### src/rtl/snake_pkg.sv
// Shared direction types and helpers for the snake game blocks.
package snake_pkg;

  typedef logic [1:0] dir_t;

  localparam dir_t DIR_RIGHT = 2'b00;
  localparam dir_t DIR_UP    = 2'b01;
  localparam dir_t DIR_LEFT  = 2'b10;
  localparam dir_t DIR_DOWN  = 2'b11;
  localparam dir_t DIR_RESET = DIR_DOWN;

  // Decoded button event waiting for the filter stage.
  typedef struct packed {
    logic vld;
    dir_t code;
  } dir_cmd_t;

  function automatic dir_t dir_reverse(input dir_t d);
    return d ^ 2'b10;
  endfunction

  // Buttons are active-low; b[2] has priority over the low pair.
  function automatic dir_t dir_decode(input logic [2:0] b);
    dir_t d;
    if (!b[2])               d = DIR_LEFT;
    else if (b[1:0] == 2'b01) d = DIR_DOWN;
    else if (b[1:0] == 2'b10) d = DIR_UP;
    else                      d = DIR_RIGHT;
    return d;
  endfunction

endpackage

### src/rtl/snake_debounce.sv
// One-bit 2-flop synchroniser followed by a stable-count debouncer.
module snake_debounce
  import snake_pkg::*;
#(
  parameter int DEBOUNCE_CYCLES = 1000000
) (
  input  logic clk,
  input  logic rst_n,
  input  logic raw,
  output logic deb
);

  localparam int CW = $clog2(DEBOUNCE_CYCLES);
  localparam logic [CW-1:0] CNT_MAX = CW'(DEBOUNCE_CYCLES - 1);

  logic          s1, s2;
  logic [CW-1:0] cnt;

  always_ff @(posedge clk or negedge rst_n) begin
    if (!rst_n) begin
      s1 <= 1'b1;
      s2 <= 1'b1;
    end else begin
      s1 <= raw;
      s2 <= s1;
    end
  end

  // Any cycle where the synchronised bit agrees with the output restarts the count.
  always_ff @(posedge clk or negedge rst_n) begin
    if (!rst_n) begin
      deb <= 1'b1;
      cnt <= '0;
    end else if (s2 == deb) begin
      cnt <= '0;
    end else if (cnt == CNT_MAX) begin
      deb <= s2;
      cnt <= '0;
    end else begin
      cnt <= cnt + 1'b1;
    end
  end

endmodule

### src/rtl/snake_dir_input.sv
// Pushbuttons -> debounced events -> reversal/repeat filter -> small command queue.
module snake_dir_input
  import snake_pkg::*;
#(
  parameter int DEBOUNCE_CYCLES = 1000000,
  parameter int FIFO_DEPTH      = 2
) (
  input  logic       clk,
  input  logic       rst_n,
  input  logic [2:0] button,
  output logic [1:0] dir_code,
  output logic       dir_valid,
  input  logic       dir_ready,
  output logic [1:0] cur_dir,
  output logic       drop,
  output logic [7:0] reject_cnt
);

  localparam int PW = (FIFO_DEPTH > 1) ? $clog2(FIFO_DEPTH) : 1;
  localparam logic [PW:0] FULL_CNT = (PW + 1)'(FIFO_DEPTH);

  logic [2:0] deb, prev;
  dir_cmd_t   ev;

  for (genvar i = 0; i < 3; i++) begin : g_deb
    snake_debounce #(.DEBOUNCE_CYCLES(DEBOUNCE_CYCLES)) u_deb (
      .clk   (clk),
      .rst_n (rst_n),
      .raw   (button[i]),
      .deb   (deb[i])
    );
  end

  // Event stage: a new non-idle pattern is decoded and registered.
  always_ff @(posedge clk or negedge rst_n) begin
    if (!rst_n) begin
      prev <= 3'b111;
      ev   <= '0;
    end else begin
      prev    <= deb;
      ev.vld  <= (deb != prev) && (deb != 3'b111);
      ev.code <= dir_decode(deb);
    end
  end

  dir_t        mem [FIFO_DEPTH];
  logic [PW-1:0] rd_ptr, wr_ptr, rd_ptr_n;
  logic [PW:0]   count, count_popped;
  logic          accept, reject, full, pop, push, drop_n;

  always_comb begin
    accept       = ev.vld && (ev.code != cur_dir) && (ev.code != dir_reverse(cur_dir));
    reject       = ev.vld && (ev.code == dir_reverse(cur_dir));
    full         = (count == FULL_CNT);
    pop          = dir_valid && dir_ready;
    push         = accept && (!full || pop);
    drop_n       = accept && full && !pop;
    rd_ptr_n     = rd_ptr + PW'(pop);
    count_popped = count - (PW + 1)'(pop);
  end

  assign dir_valid = (count != '0);

  // cur_dir follows every accepted code, even one that is dropped on a full queue.
  always_ff @(posedge clk or negedge rst_n) begin
    if (!rst_n) begin
      cur_dir    <= DIR_RESET;
      reject_cnt <= '0;
      drop       <= 1'b0;
    end else begin
      drop <= drop_n;
      if (accept) cur_dir <= ev.code;
      if (reject && reject_cnt != 8'hff) reject_cnt <= reject_cnt + 8'd1;
    end
  end

  always_ff @(posedge clk or negedge rst_n) begin
    if (!rst_n) begin
      for (int i = 0; i < FIFO_DEPTH; i++) mem[i] <= DIR_RIGHT;
      rd_ptr <= '0;
      wr_ptr <= '0;
      count  <= '0;
    end else begin
      if (push) begin
        mem[wr_ptr] <= ev.code;
        wr_ptr      <= wr_ptr + 1'b1;
      end
      rd_ptr <= rd_ptr_n;
      count  <= count_popped + (PW + 1)'(push);
    end
  end

  // Head register: if the queue drains to nothing before this push, the
  // pushed code becomes the head directly; otherwise read the new head slot.
  always_ff @(posedge clk or negedge rst_n) begin
    if (!rst_n) begin
      dir_code <= DIR_RIGHT;
    end else if (count_popped == '0) begin
      if (push) dir_code <= ev.code;
    end else begin
      dir_code <= mem[rd_ptr_n];
    end
  end

endmodule

### config.mk
export PLATFORM = sky130hd
export DESIGN_NAME = snake_dir_input
export DESIGN_NICKNAME = d
export VERILOG_FILES = /design/src/rtl/snake_pkg.sv /design/src/rtl/snake_debounce.sv /design/src/rtl/snake_dir_input.sv
export SDC_FILE = /design/constraint.sdc
export NUM_CORES = 1
export LEC_CHECK = 0
export ABC_AREA = 1
export ABC_CLOCK_PERIOD_IN_PS = 2500
export CAP_MARGIN = 40
export CORE_ASPECT_RATIO = 1.25
export CORE_MARGIN = 5
export CORE_UTILIZATION = 65
export CTS_CLUSTER_SIZE = 8
export DETAILED_ROUTE_END_ITERATION = 16
export PLACE_DENSITY = 0.88
export SKIP_LAST_GASP = 1
export SLEW_MARGIN = 15
export SYNTH_ARGS = -nofsm -noshare
export SYNTH_HDL_FRONTEND = slang
export SYNTH_SLANG_ARGS = --single-unit
### constraint.sdc
create_clock -name clk -period 2.5 [get_ports clk]
set_clock_uncertainty 0.15 [all_clocks]
set_input_delay 0.5 -clock clk [delete_from_list [all_inputs] [get_ports clk]]
set_output_delay 0.5 -clock clk [all_outputs]
set_load 0.05 [all_outputs]
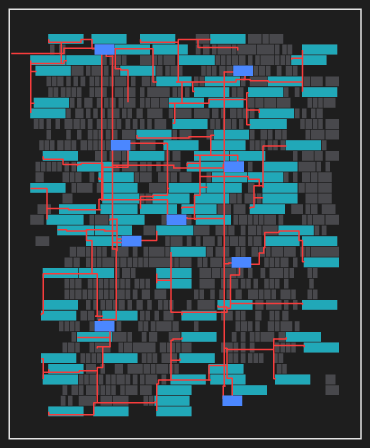
**Above:** clock distribution.
cyan -> flip-flops  # count 96
blue -> clock-net drivers  # count 9
red -> clock wires  # length 1130 µm
routed clock nets = 10
clock share of power: 32.8%
Skew-Pair Late Insertion Delay: 0.38 ns
Power Clock: 0.989 mW

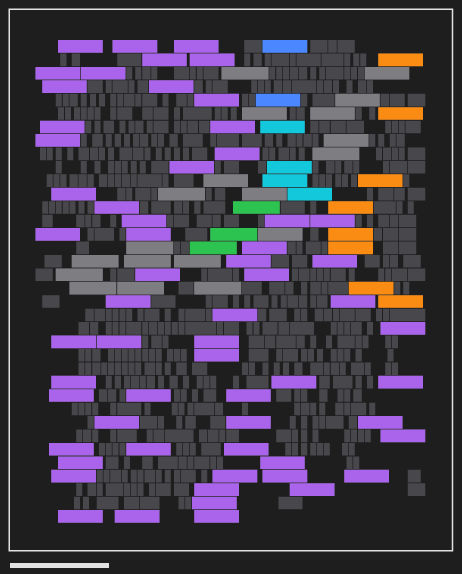
**Above:** register map, names as in the netlist.
The bar under the picture is 20 µm long. Other sequential cells in the stronger gray, the rest of the logic in the fainter gray.
cyan -> mem  # flops 4
orange -> reject_cnt  # flops 8
purple -> g_deb.u_deb.cnt  # flops 60
green -> prev  # flops 3
blue -> dir_code  # flops 2
not colored = 19
utilization after layout: 73.1%
Seq group: 1.63 mW
Seq area share: 42.7%
Reg area: 2420 µm²

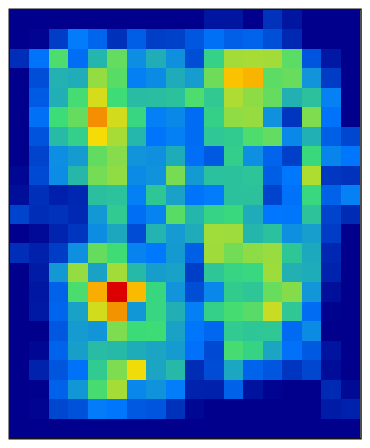
**Above:** wire density map.
The die is cut into 18 by 22 equal tiles; dark blue is low, red is high, scaled to the fullest tile. Values are wire area over tile area, all layers added.
densest ninth of the die = center
mean over tiles = 0.16
tiles over half the peak = 17%
nearly empty tiles = 20%
detailed-route via count: 4108
final WL: 10.1 mm
routed len/inst: 13.2 µm

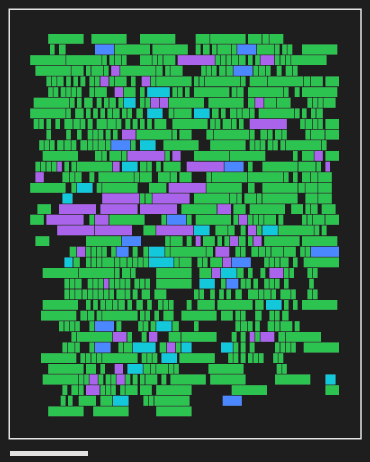
**Above:** cell sizes after repair.
The bar under the picture is 20 µm long.
purple -> x2  # cells 51, most used dfstp_2
blue -> x6 and larger  # cells 14, most used clkbuf_8
cyan -> x3 and x4  # cells 24, most used nor2_4
green -> x1 and smaller  # cells 582, most used nand2_1
non-clock buffer count: 23
area delta synth->final: 10.3%
post-route cell area: 5660 µm²

==> Changelog: implementation <==
### Changed

* Outcome: completed
* Cell Type Count at 30
* Antenna diodes at 0
* Minimum clock period at between 2 and 2.5 ns
* Switch Pwr at 0.884 mW
* CP Class: register to output port
* Postcts setup bufs at 0
* Stages on the worst setup path at 1
* Critical Path Start: cur_dir[1]$_DFFE_PN1P_
* Critical path capture point type: output port
* Endpoint, Worst Hold: g_deb[0].u_deb.s2$_DFF_PN1_
* Commonest flop: dfrtp_1
* R2r startpoint: count[1]$_DFF_PN0_
* Clk sinks at 96
* Max Slew Vio Count at 0
* Grt ovf at 0
* Setup Viol. Count Final at 0
* Worst r2r dst: dir_code[1]$_DFFE_PN0P_
* Pwr dens at ~530 nW/µm²
* Via density at roughly 5.4
* Fmax at 415 MHz
* H-tree levels at 3
* Sw frac at around 29%
* Post-placement setup slack at roughly 0.21 ns
* Synth Net Count at between 600 and 700
* CP bufs+invs at 1
* Post-Synthesis Cells at 633
* Total CTS buffers at 9
* Power Internal at 2.13 mW
* Hold_ws at between 0.2 and 0.25 ns
* Flops after synth at between 90 and 100
* Worst-path clk slew at 0.11 ns
* Largest stage delay on the critical path at around 0.81 ns
* Relative slew slack at 65.4%
worst max-delay path by stage:
stage,slack [ns],endpoint
final,0.09,cur_dir[1]
after global routing,0.04,cur_dir[1]
after CTS,0.08,cur_dir[1]
after detailed placement,0.21,dir_code[0]$_DFFE_PN0P_
after global placement,0.32,dir_code[1]$_DFFE_PN0P_
after floorplan,0.46,dir_code[1]$_DFFE_PN0P_
sequential cells by signal, summed over array words and instances (netlist names):
| name | flops |
|---|---|
| g_deb.u_deb.s1 | 3 |
| ev | 3 |
| cur_dir | 2 |
| mem | 4 |
| rd_ptr | 1 |
| wr_ptr | 1 |
| g_deb.u_deb.s2 | 3 |
| count | 2 |
| g_deb.u_deb.cnt | 60 |
| reject_cnt | 8 |
| g_deb.u_deb.deb | 3 |
| dir_code | 2 |
| drop | 1 |
| prev | 3 |
routing by layer:
| layer | track usage [%] | vias to the layer above | wire, µm |
|---|---|---|---|
| li1 | - | 2037 | - |
| met1 | 27.5 | 1966 | 4180 |
| met2 | 41.6 | 85 | 5400 |
| met3 | 3.00 | 20 | 297 |
| met4 | 11.7 | 0 | 247 |
| met5 | 0 | - | 0 |
layout make-up:
cell class / count / area (µm²) / area share [%]
clock inverter: 6 / 51.3 / 0.906
inverter: 68 / 258 / 4.55
tap: 95 / 119 / 2.10
timing repair buffer: 23 / 233 / 4.11
sequential: 96 / 2420 / 42.7
multi-input combinational: 468 / 2450 / 43.2
clock buffer: 10 / 138 / 2.43
cell usage in the layout, fill, tap and decap left out, drive strengths merged:
cell type,Yosys,final
buf,1,4
a32oi,1,1
xor2,22,22
xnor2,21,21
clkdlybuf4s50,0,18
nor2,148,148
nor3,17,17
dfrtp,82,82
o21ai,11,11
o21bai,3,3
dfstp,14,14
inv,68,71
nand4,11,11
nand3b,2,2
clkinv,0,3
clkbuf,0,10
nand3,45,45
ha,8,8
dlygate4sd3,0,1
or2,3,3
a21oi,9,9
nand2,167,167
power by group through the flow:
| stage | combinational, mW | sequential [mW] | clock, mW |
|---|---|---|---|
| 2_1_floorplan | 0.230 | 1.68 | 0 |
| 3_3_place_gp | 0.360 | 1.66 | 0 |
| 3_5_place_dp | 0.391 | 1.66 | 0 |
| 4_1_cts | 0.395 | 1.63 | 1.01 |
| 5_1_grt | 0.444 | 1.64 | 1.07 |
| 6_report | 0.393 | 1.63 | 0.989 |
synth_stat cells, types with 11 or more instances:
| master | n | area, µm² |
|---|---|---|
| dfstp_2 | 14 | 368 |
| xor2_1 | 22 | 193 |
| nor2_1 | 128 | 480 |
| nand2_2 | 11 | 68.8 |
| xnor2_1 | 21 | 184 |
| nand4_1 | 11 | 68.8 |
| dfrtp_1 | 82 | 2050 |
| inv_1 | 62 | 233 |
| nand2_1 | 152 | 571 |
| nor3_1 | 11 | 55.1 |
| nand3_1 | 39 | 195 |
| nor2_4 | 11 | 124 |
kinds of logic (layout without fill, tap and decap cells):
kind of cell	Yosys count	in the layout	synth area share [%]
and+or+nand+nor	393	393	35.8
DFF	96	96	47.1
buffers and inverters	69	107	5.24
xor gates and xnor gates	43	43	7.33
AOI/OAI and AO/OA	24	24	2.56
adders and majority gates	8	8	1.95
No activity file was given, so power comes from the tool's default toggle rates.
